### Signal wires on met1

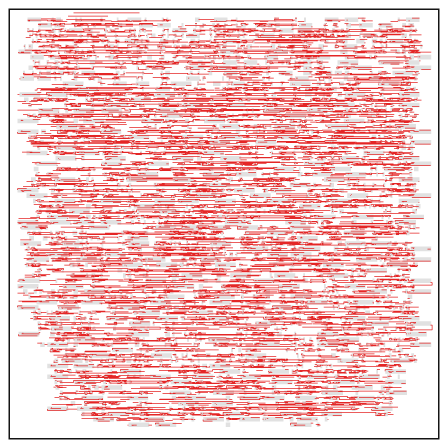
### M2 wires

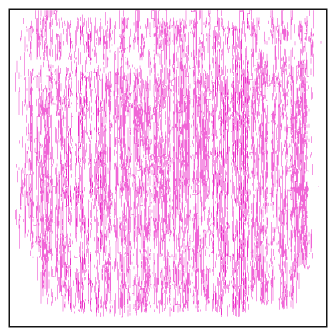
### Signal wires on met3

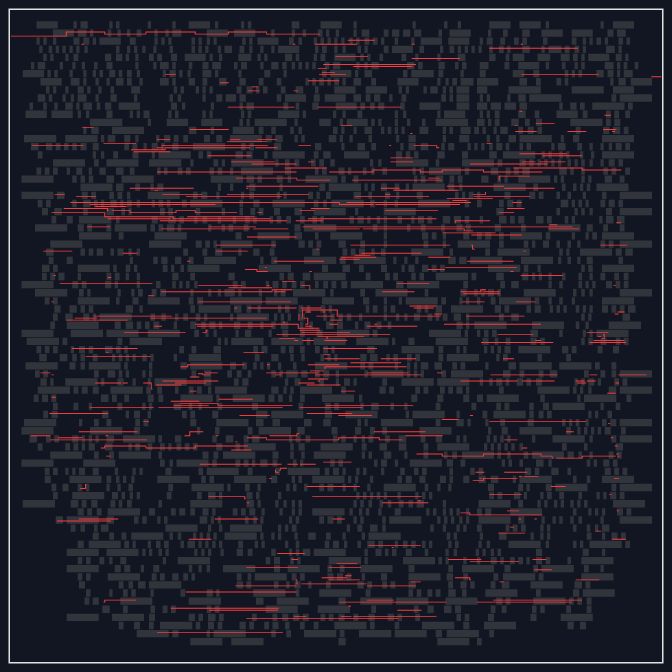
### Metal 4

The bar under the picture is 50 um long.
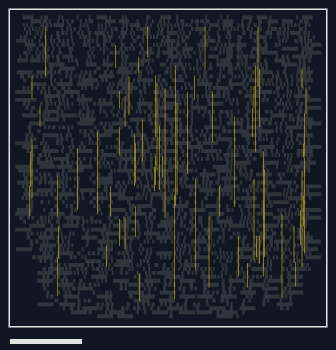
### Routing congestion

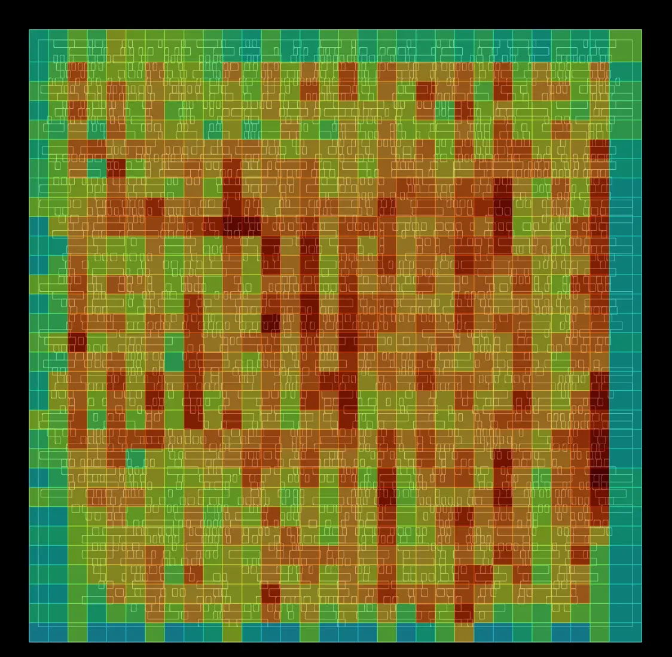
--- src/rtl/random_tile_placer.sv ---
// Places NUM_TILES obstacle tiles into the map RAM from generator samples.
// Clears the map first and rejects spawn/base-row and already-occupied positions.
module random_tile_placer #(
   parameter int SIZE_BITS    = 8,
   parameter int COLS_LOG2    = 4,
   parameter int NUM_TILES    = 40,
   parameter int MAX_TRIES    = 1000,
   parameter int STEEL_THRESH = 64
) (
   input  logic                 clk,
   input  logic                 reset,
   input  logic                 start,
   input  logic [SIZE_BITS-1:0] rnd_in,
   output logic                 rnd_req,
   output logic                 wr_en,
   output logic [SIZE_BITS-1:0] wr_addr,
   output logic [1:0]           wr_data,
   output logic                 busy,
   output logic                 done,
   output logic                 fail,
   output logic [SIZE_BITS-1:0] placed_count,
   output logic [15:0]          reject_count
);

   localparam int NMAP     = 2 ** SIZE_BITS;
   localparam int ROW_BITS = SIZE_BITS - COLS_LOG2;

   typedef enum logic [3:0] {
      IDLE, CLEAR, REQ_A, CAP_A, CHK_A, REQ_T, CAP_T, WRITE, DONE
   } state_t;

   state_t               state_q, state_d;
   logic [SIZE_BITS-1:0] clr_q, clr_d;
   logic [SIZE_BITS-1:0] addr_q, addr_d;
   logic [1:0]           type_q, type_d;
   logic                 fail_q, fail_d;
   logic [SIZE_BITS-1:0] placed_q, placed_d;
   logic [15:0]          rej_q, rej_d;
   logic [NMAP-1:0]      occ_q;

   logic [ROW_BITS-1:0]  row;
   logic                 reject;
   logic [15:0]          rej_inc;
   logic [SIZE_BITS-1:0] placed_inc;

   assign row        = addr_q[SIZE_BITS-1:COLS_LOG2];
   assign reject     = (row == '0) || (row == '1) || occ_q[addr_q];
   assign rej_inc    = rej_q + 16'd1;
   assign placed_inc = placed_q + 1'b1;

   always_ff @(posedge clk) begin
      if (reset) begin
         state_q  <= IDLE;
         clr_q    <= '0;
         addr_q   <= '0;
         type_q   <= '0;
         fail_q   <= 1'b0;
         placed_q <= '0;
         rej_q    <= '0;
      end else begin
         state_q  <= state_d;
         clr_q    <= clr_d;
         addr_q   <= addr_d;
         type_q   <= type_d;
         fail_q   <= fail_d;
         placed_q <= placed_d;
         rej_q    <= rej_d;
      end
   end

   // Occupancy has no reset; every run rebuilds it during CLEAR.
   always_ff @(posedge clk) begin
      if (state_q == CLEAR)
         occ_q[clr_q] <= 1'b0;
      else if (state_q == CHK_A && !reject)
         occ_q[addr_q] <= 1'b1;
   end

   always_comb begin
      state_d  = state_q;
      clr_d    = clr_q;
      addr_d   = addr_q;
      type_d   = type_q;
      fail_d   = fail_q;
      placed_d = placed_q;
      rej_d    = rej_q;
      case (state_q)
         IDLE: begin
            if (start) begin
               state_d  = CLEAR;
               clr_d    = '0;
               fail_d   = 1'b0;
               placed_d = '0;
               rej_d    = '0;
            end
         end
         CLEAR: begin
            clr_d = clr_q + 1'b1;
            if (clr_q == '1)
               state_d = REQ_A;
         end
         REQ_A: state_d = CAP_A;
         CAP_A: begin
            addr_d  = rnd_in;
            state_d = CHK_A;
         end
         CHK_A: begin
            if (reject) begin
               rej_d = rej_inc;
               if (rej_inc == 16'(MAX_TRIES)) begin
                  fail_d  = 1'b1;
                  state_d = DONE;
               end else begin
                  state_d = REQ_A;
               end
            end else begin
               state_d = REQ_T;
            end
         end
         REQ_T: state_d = CAP_T;
         CAP_T: begin
            type_d  = (int'(rnd_in) < STEEL_THRESH) ? 2'd2 : 2'd1;
            state_d = WRITE;
         end
         WRITE: begin
            placed_d = placed_inc;
            state_d  = (placed_inc == SIZE_BITS'(NUM_TILES)) ? DONE : REQ_A;
         end
         DONE:    state_d = IDLE;
         default: state_d = IDLE;
      endcase
   end

   always_comb begin
      rnd_req = (state_q == REQ_A) || (state_q == REQ_T);
      wr_en   = (state_q == CLEAR) || (state_q == WRITE);
      wr_addr = '0;
      wr_data = 2'd0;
      if (state_q == CLEAR) begin
         wr_addr = clr_q;
      end else if (state_q == WRITE) begin
         wr_addr = addr_q;
         wr_data = type_q;
      end
      done = (state_q == DONE);
      busy = (state_q != IDLE) && (state_q != DONE);
   end

   assign fail         = fail_q;
   assign placed_count = placed_q;
   assign reject_count = rej_q;

endmodule

--- config.mk ---
export PLATFORM = sky130hd
export DESIGN_NAME = random_tile_placer
export DESIGN_NICKNAME = d
export VERILOG_FILES = /design/src/rtl/random_tile_placer.sv
export SDC_FILE = /design/constraint.sdc
export NUM_CORES = 1
export LEC_CHECK = 0
export ABC_AREA = 1
export CAP_MARGIN = 15
export CELL_PAD_IN_SITES_DETAIL_PLACEMENT = 1
export CELL_PAD_IN_SITES_GLOBAL_PLACEMENT = 1
export CORE_MARGIN = 3
export CORE_UTILIZATION = 40
export CTS_BUF_LIST = sky130_fd_sc_hd__clkbuf_4
export DETAILED_ROUTE_END_ITERATION = 10
export DONT_BUFFER_PORTS = 1
export GPL_ROUTABILITY_DRIVEN = 1
export MAX_ROUTING_LAYER = met4
export PLACE_DENSITY = 0.65
export SLEW_MARGIN = 20
export SYNTH_ARGS = -nofsm -noshare
export SYNTH_HDL_FRONTEND = slang
export SYNTH_SLANG_ARGS = --single-unit
--- constraint.sdc ---
create_clock -name clk -period 14.96 [get_ports clk]
set_clock_uncertainty 0.05 [all_clocks]
set_input_delay 1.496 -clock clk [delete_from_list [all_inputs] [get_ports clk]]
set_output_delay 1.496 -clock clk [all_outputs]
set_load 0.005 [all_outputs]
==> flow_summary.toml <==
# flow metrics
[run_status]
outcome = "completed"

[detailed_routing]
firstDrtPassIters = 5
wl_met2_um = 33400
routed.top_layer = "met4"
drc = 0
viasPerCell = 6.24
antenna_left = 0
wl_met3_um = 4810
met1_length_um = 31300

[min_path]
min_to = "type_q[0]"
whs_path_depth = 2
min-delay-start = "type_q[0]"
hold_path_class = "register to register"

[layout]
top_register = "occ_q"
largest_register_ffs = 256
comb_cells = 1765
antenna_cells = 4
nFlopsAndLatches = 303
nets = 2310
clkCellAreaFrac_pct = 5.46
layout.cells.most_common = "nand2_1"
largest_class = "registers"
signal_buffers = 38
register_area_mm2 = 0.00863
clock_buffers = 130
utilization_pct = 43.9
inv_count = 94
seq-cell-share_pct = 44.2
final_area_mm2 = 0.0195
final_cell_count_no_fill = 2950
syn_to_final_growth_pct = 7.98
comb_area_mm2 = 0.00842
layout_top_cells = "696 x nand2_1, 516 x o21ai_0, 256 x edfxtp_1"
sh_comb_area_pct = 43.1
layout-drive-gt1-share_pct = 8.84

[setup_path]
crit_buf_inv = 3
crit_path_max_incr_delay_ps = 900
reg2reg_slack_ps = 8720
crit_end = "occ_q[50]"
r2r_cells = 14
slowest_stage = "nand2_4"
crit_path_max_fanout = 68
r2r_start = "addr_q[0]"
worstSetupStartpoint = "addr_q[0]"
crit_required_ps = 15320
arrival_ps = 6600
r2r_end = "occ_q[50]"
cp-end-kind = "register"
path_cells = "clkinv_2, buf_4, nand2_1, a21oi_1, o21ai_0, nand2_1, o21ai_1, nand2_1, nor2_1, nor2_1, nor2_1, nand3_2, nand2_4, buf_4"
critPathTopFamily = "buffers and inverters"
worstSetupPathDepth = 14

[synthesis]
compound_area_share_pct = 25.3
synth_top_cell_by_area = "edfxtp_1"
synth_warnings = 0
top_cells_by_area = "edfxtp_1 43%, nand2_1 14%, o21ai_0 14%, a31oi_1 8.3%, dfxtp_1 5.2%"
syn-instance-count = 2347
simple_gate_share_pct = 19.5
xor_share_pct = 0.776
mux_area_share_pct = 0
ff_type = "edfxtp_1"
netlist_area_mm2 = 0.0181
synthTopLogicFamily = "AND-OR/OR-AND gates"
seq_area_frac_synth_pct = 47.8
ys.flops = 303
ys_area_mm2 = 0.0181
ys_cells = 2347
synth_adder_area_share_pct = 0.485
edf_count = 256
syn_area_per_cell_um2 = 7.70
top_cell = "nand2_1"

[global_route]
overflow = 0
grt_antenna_before_repair = 7
grt_pass1_wl_um = 110000
grt_util_all_layers_pct = 30.6
grt_use_met1_pct = 39.5
grt_max_degree = 120
grt_pass1_vias = 18500

[pwr]
p_clk_share_pct = 25.2
internal-power_uw = 1880
power_density_mw_per_mm2 = 160
maxPowerGroup = "registers"
netSwitchingPower_uw = 1240
clock_power_uw = 788
leakagePower_uw = 0.00695
peakVddDrop_mv = 0.0600
power_uw = 3120
powerSeq_uw = 1390
seq_power_share_pct = 44.6
comb_power_uw = 939
switching_share_pct = 39.7

[sta]
finalWorstPathRequiredPeriod_ps = 6240
fin_tns_setup_ps = 0
fin_ws_ps = 8720
tightest_slew_ps = 1190
finalSetupViolations = 0
rsz0062_at_grt = "false"
finalClockPeriodUsage_pct = 41.7
max_slew_margin_pct = 20.7
finalHoldViolations = 0
max_freq_mhz = 160

[die]
taps = 592
die_w_um = 219
core_area_mm2 = 0.0444
io_pins = 50
fp.dieH_um = 219
core_util_floorplan_pct = 40.7
std_cell_rows = 77

[clock_tree]
ctsHoldBuffers = 0
cts_sinks = 303
cts-htree-levels = 3
cts_buffer_depth = 3
cts-resized-gates = 0
clkTransAtPathRegs_ps = 60
cts_tree = "done"
post_cts_buffers = 0
numCtsBuffers = 90
cts-root-buf = "clkbuf_4"
clkLatencyLatePin_ps = 840

[place]
hpwl_um = 40200
dpl_cell_area_mm2 = 0.0184
dp.cells = 2792
place_congestion = 0.847
pre_cts_ws_ps = 8810
portBuffers = 0

[flow_run]
openroad.warnings = 32
cap_violations = 0
Back to the opening pictures, 'Signal wires on met1':
The layer carries 31.3 mm of wire. The wires run mostly horizontal.
via count: 18400
final wirelength: 71800 um

Back to the opening pictures, 'M2 wires':
The layer holds 47% of the routed length. The layer carries 33.4 mm of wire. 1925 nets have wire on it. The longest straight run is 83.6 um.
met2 Resource Use GR: 49.1%

Back to the opening pictures, 'Signal wires on met3':
143 nets have wire on it. The layer holds 6.7% of the routed length. The wires run mostly horizontal.
met3 Use GR: 4.82%

Back to the opening pictures, 'Metal 4':
The longest straight run is 96.6 um. The wires run mostly vertical. The layer holds 3.2% of the routed length. 32 nets have wire on it.

Back to the opening pictures, 'Routing congestion':
drt wl/cell: 24.4 um
gr busiest metal: met2

